===== src/rtl/spsram_bank_ctrl.sv =====
`default_nettype none
// ============================================================================
//  Module   : spsram_bank_ctrl
//  Purpose  : Request-side controller for a banked single-port SRAM array.
//             Accepts read/write requests on a valid/ready handshake. Each
//             flat address is split into a one-hot bank select and a word
//             address. The controller drives the shared SRAM port and
//             captures the 1-cycle synchronous read data of the selected bank.
//             Read data returns in order through a 2-entry response buffer
//             that honours backpressure. Writes are posted and give no
//             response.
//  Revision : 1.0  initial release
// ----------------------------------------------------------------------------
//  Ports
//    clk        in   1        clock, all state on rising edge
//    rst_n      in   1        synchronous active-low reset
//    req_valid  in   1        request present
//    req_ready  out  1        request accepted when req_valid & req_ready
//    req_we     in   1        1 = write, 0 = read
//    req_addr   in   BW+AW    {bank index, word address}
//    req_wdata  in   DW       write data
//    rsp_valid  out  1        read data available
//    rsp_ready  in   1        consumer takes rsp_data on rsp_valid & rsp_ready
//    rsp_data   out  DW       head of response buffer, 0 while empty
//    mem_addr   out  AW       SRAM word address, common to all banks
//    mem_din    out  DW       SRAM write data
//    mem_bs     out  NB       one-hot bank select
//    mem_we     out  1        SRAM write enable
//    mem_dout   in   DW*NB    concatenated bank read data, bank i at slice i
// ============================================================================
module spsram_bank_ctrl #(
    parameter int DW    = 8,
    parameter int DEPTH = 1024,
    parameter int AW    = $clog2(DEPTH),
    parameter int NB    = 4,
    parameter int BW    = (NB > 1) ? $clog2(NB) : 1
) (
    input  logic                 clk,
    input  logic                 rst_n,
    input  logic                 req_valid,
    output logic                 req_ready,
    input  logic                 req_we,
    input  logic [BW+AW-1:0]     req_addr,
    input  logic [DW-1:0]        req_wdata,
    output logic                 rsp_valid,
    input  logic                 rsp_ready,
    output logic [DW-1:0]        rsp_data,
    output logic [AW-1:0]        mem_addr,
    output logic [DW-1:0]        mem_din,
    output logic [NB-1:0]        mem_bs,
    output logic                 mem_we,
    input  logic [DW*NB-1:0]     mem_dout
);

    // Bank count widened by one bit so the range check also works when NB
    // is not a power of two and the bank field can encode missing banks.
    localparam logic [BW:0] c_NB_LIMIT = (BW + 1)'(NB);

    // ------------------------------------------------------------------
    // Registered state
    // ------------------------------------------------------------------
    logic [1:0]    r_buf_cnt;     // response buffer occupancy, 0..2
    logic          r_rd_pend;     // read issued last cycle, data due now
    logic [BW-1:0] r_rd_bank;     // bank of the pending read
    logic [DW-1:0] r_buf [2];     // response buffer storage
    logic          r_wr_ptr;      // buffer tail
    logic          r_rd_ptr;      // buffer head

    // ------------------------------------------------------------------
    // Combinational decode and handshake
    // ------------------------------------------------------------------
    logic [BW-1:0] w_bank;
    logic          w_bank_ok;
    logic          w_pop;
    logic [2:0]    w_occ;
    logic          w_accept;
    logic          w_issue;
    logic          w_rd_accept;
    logic [DW-1:0] w_rd_data;

    assign w_bank    = req_addr[BW+AW-1:AW];
    assign w_bank_ok = ({1'b0, w_bank} < c_NB_LIMIT);

    assign rsp_valid = (r_buf_cnt != 2'd0);
    assign rsp_data  = rsp_valid ? r_buf[r_rd_ptr] : '0;
    assign w_pop     = rsp_valid & rsp_ready;

    // Reads that are buffered or in flight, minus the one leaving this
    // cycle. A new read needs a free slot at the time its data lands, so
    // this count must stay below the buffer depth. The pop term lets a
    // full buffer keep streaming one request per cycle. A pop implies
    // r_buf_cnt >= 1, so the subtraction cannot wrap.
    assign w_occ     = {1'b0, r_buf_cnt} + {2'b00, r_rd_pend} - {2'b00, w_pop};
    assign req_ready = rst_n & (w_occ < 3'd2);

    assign w_accept    = req_valid & req_ready;
    assign w_issue     = w_accept & w_bank_ok;
    assign w_rd_accept = w_accept & ~req_we;

    // ------------------------------------------------------------------
    // Shared SRAM port, driven in the acceptance cycle
    // ------------------------------------------------------------------
    assign mem_addr = req_addr[AW-1:0];
    assign mem_din  = req_wdata;
    assign mem_we   = w_issue & req_we;

    generate
        for (genvar gi = 0; gi < NB; gi++) begin : g_bank_sel
            assign mem_bs[gi] = w_issue & (w_bank == BW'(gi));
        end
    endgenerate

    // Select the pending bank's read slice. A bank index with no physical
    // bank matches no slice, so such reads return zeros but still respond.
    always_comb begin
        w_rd_data = '0;
        for (int i = 0; i < NB; i++) begin
            if (r_rd_bank == BW'(i)) begin
                w_rd_data = mem_dout[DW*i +: DW];
            end
        end
    end

    // ------------------------------------------------------------------
    // Read tracking and response buffer
    // ------------------------------------------------------------------
    always_ff @(posedge clk) begin
        if (!rst_n) begin
            r_buf_cnt <= 2'd0;
            r_rd_pend <= 1'b0;
            r_rd_bank <= '0;
            r_wr_ptr  <= 1'b0;
            r_rd_ptr  <= 1'b0;
            r_buf[0]  <= '0;
            r_buf[1]  <= '0;
        end else begin
            r_rd_pend <= w_rd_accept;
            if (w_rd_accept) begin
                r_rd_bank <= w_bank;
            end

            // SRAM data for last cycle's read is valid now; push it.
            if (r_rd_pend) begin
                r_buf[r_wr_ptr] <= w_rd_data;
                r_wr_ptr        <= ~r_wr_ptr;
            end

            if (w_pop) begin
                r_rd_ptr <= ~r_rd_ptr;
            end

            // Push and pop together leave the occupancy unchanged.
            r_buf_cnt <= r_buf_cnt + {1'b0, r_rd_pend} - {1'b0, w_pop};
        end
    end

endmodule
`default_nettype wire

===== config.mk =====
export PLATFORM = sky130hd
export DESIGN_NAME = spsram_bank_ctrl
export DESIGN_NICKNAME = d
export VERILOG_FILES = /design/src/rtl/spsram_bank_ctrl.sv
export SDC_FILE = /design/constraint.sdc
export NUM_CORES = 1
export LEC_CHECK = 0
export CAP_MARGIN = 20
export CELL_PAD_IN_SITES_DETAIL_PLACEMENT = 1
export CELL_PAD_IN_SITES_GLOBAL_PLACEMENT = 1
export CORE_AREA = 2 2 77 79
export CTS_CLUSTER_SIZE = 10
export DETAILED_ROUTE_END_ITERATION = 16
export DIE_AREA = 0 0 79 81
export GPL_TIMING_DRIVEN = 1
export PLACE_DENSITY = 0.86
export SLEW_MARGIN = 25
export SYNTH_ARGS = -nofsm -noshare
export SYNTH_HDL_FRONTEND = slang
export SYNTH_SLANG_ARGS = --single-unit
export TNS_END_PERCENT = 5

===== constraint.sdc =====
create_clock -name clk -period 2.6 [get_ports clk]
set_input_delay 0.39 -clock clk [delete_from_list [all_inputs] [get_ports clk]]
set_output_delay 0.39 -clock clk [all_outputs]
set_load 0.1 [all_outputs]

==> results.txt <==
HP Start - r_rd_ptr
kind of critical path - flop to output port
count of non-CTS buffers in the layout - 62
clk pwr - 281 uW
Flop pwr share - 24.3%
GRT Util Overall - 10.9%
die area - 6400 sq um
Clock Path Buffers - 2
hold path depth - 2
share of cells above drive strength 1 - 31.6%
antenna cell count - 0
max FFs per register - 16
RSZ-0062 raised after global routing - true
Synth top cell by count - buf_4
largest net degree at the start of global routing - 15
hold slack - 601 ps
CTS buffer count - 3
first-pass iteration count of the detailed router - 4
yosys xor share - 2.31%
clock buffers - 4
maximum VDD drop - 1.04 mV
Top Consumer - combinational cells
number of enable flip-flop cells - 16
vias in the first global route - 1201
Tapcells - 75
Startpoint Class - flop
Layout clock area frac - 3.03%
dpl cell area - 2090 sq um
failing checks - negative setup slack
DR WL met2 - 1.80 mm
fmax - 349 MHz
family with the most delay on the worst path - adder cells
Largest regs - r_buf x16, r_buf_cnt x2, r_rd_bank x2
register share after synthesis - 43.7%
Hold Fails Final Rpt - 0
DRC violations left - 0
DP Cell Count - 240
most common logic cell in the routed design - clkdlybuf4s50_1
CP arrival - 2480 ps
Post-CTS Setup Bufs - 1
reg2reg end - r_rd_bank[0]
Finished Core Util - 38.6%
Gate Area - 728 sq um
sw frac - 47.3%
status - finished with violations
sw power - 1040 uW
max_cap viols - 0
number of cell rows - 28
WL/cell - 13.5 microns
Power Dens Cells - 1000 nW/um^2
Slew Limit Fails - 0
Top Layout Cells - clkdlybuf4s50_1, buf_4, edfxtp_1
Clock Tree Root - clkbuf_8
combinational share of cell area - 33.2%
Final WS setup - -266 ps
Non-clock buffers, area share - 28.9%
Setup Viol. Count Final - 6
tool warnings - 29
post-cts sizing count - 3
Period Utilization, post-route - 110%
largest family of logic cells by area - simple AND/OR/NAND/NOR gates
Die Span X - 79 microns
Gate Count Post-Synth - 127
yosys adder share - 3.07%
GRT Max-Usage Layer - met2
Logic power comb - 1390 uW
HPWL after DPL - 2.92 mm
pre-CTS WS - -454 ps
Register Area - 643 sq um
combinational power share - 63.0%
ys flop type - edfxtp_1
Layout area overhead - 49.6%
CTS Sinks - 24
Basic Gates by Area - 19.0%
Post-Syn Nets - 187
Crit. path cell count - 10
Synth Area per Inst - 11.5 sq um
Seq area share - 29.3%
DR iter-0 viols - 26
Dominant cell area share - 32.8%
Init Core Util - 25.8%
Synth mux share - 17.8%
r2r startpoint - r_buf_cnt[0]
Worst setup endpoint - mem_bs[1]
Largest Register - r_buf
max_slew headroom - 54.4%
Max stage delay cell, worst path - fa_2
WL final - 3.33 mm
sequential cell power - 534 uW
FFs w/ async S/R, synth - 0%
grt met2 use - 21.2%
worst-case reg-to-reg path depth - 9
Flops - 24
gpl congestion - 0.674
Finished Layout Cells - 246
initial antenna violation count - 0
clk_skew - 7.80 ps
final std cell area, no fill - 2190 sq um
nets - 232
vias per cell - 4.29
Crit path largest cell delay - 460 ps
highest metal used - met4
CTS tree - yes
cts hold-fix bufs - 0
Setup TNS Final - -1260 ps
cell leakage power - 0.000801 uW
Post-Syn Area - 1470 sq um
aoi share - 1.37%
CTS clk-pin slew, worst paths - 90 ps
YS warnings - 0
met1 global-route usage - 11.4%
Fig. 1: met1 routing
(6 px per micron) Supply wires on this layer in grey. Cells faint in the background.
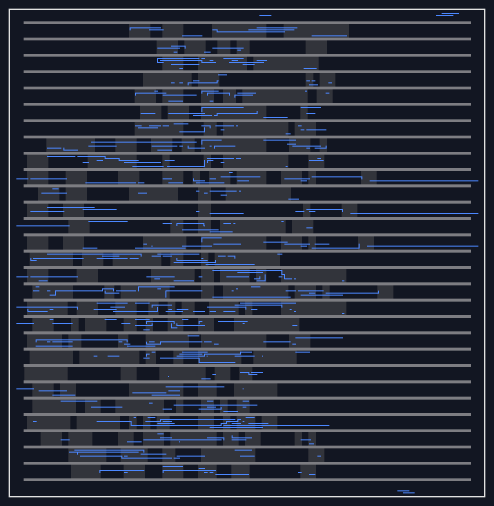
The layer holds 37% of the routed length. The longest straight run is 21.2 microns. The layer carries 1220 microns of wire. The wires run mostly horizontal. 193 nets have wire on it.

Fig. 2: M2 wires
(6 px per micron)
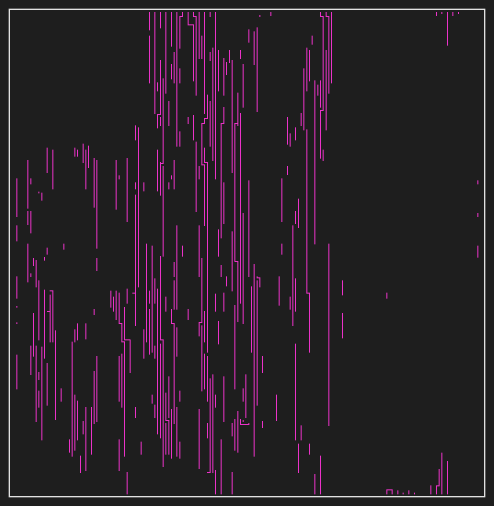
The wires run mostly vertical. 202 nets have wire on it. The layer holds 54% of the routed length. The longest straight run is 32.0 microns.

Power and IR drop assume default switching activity.
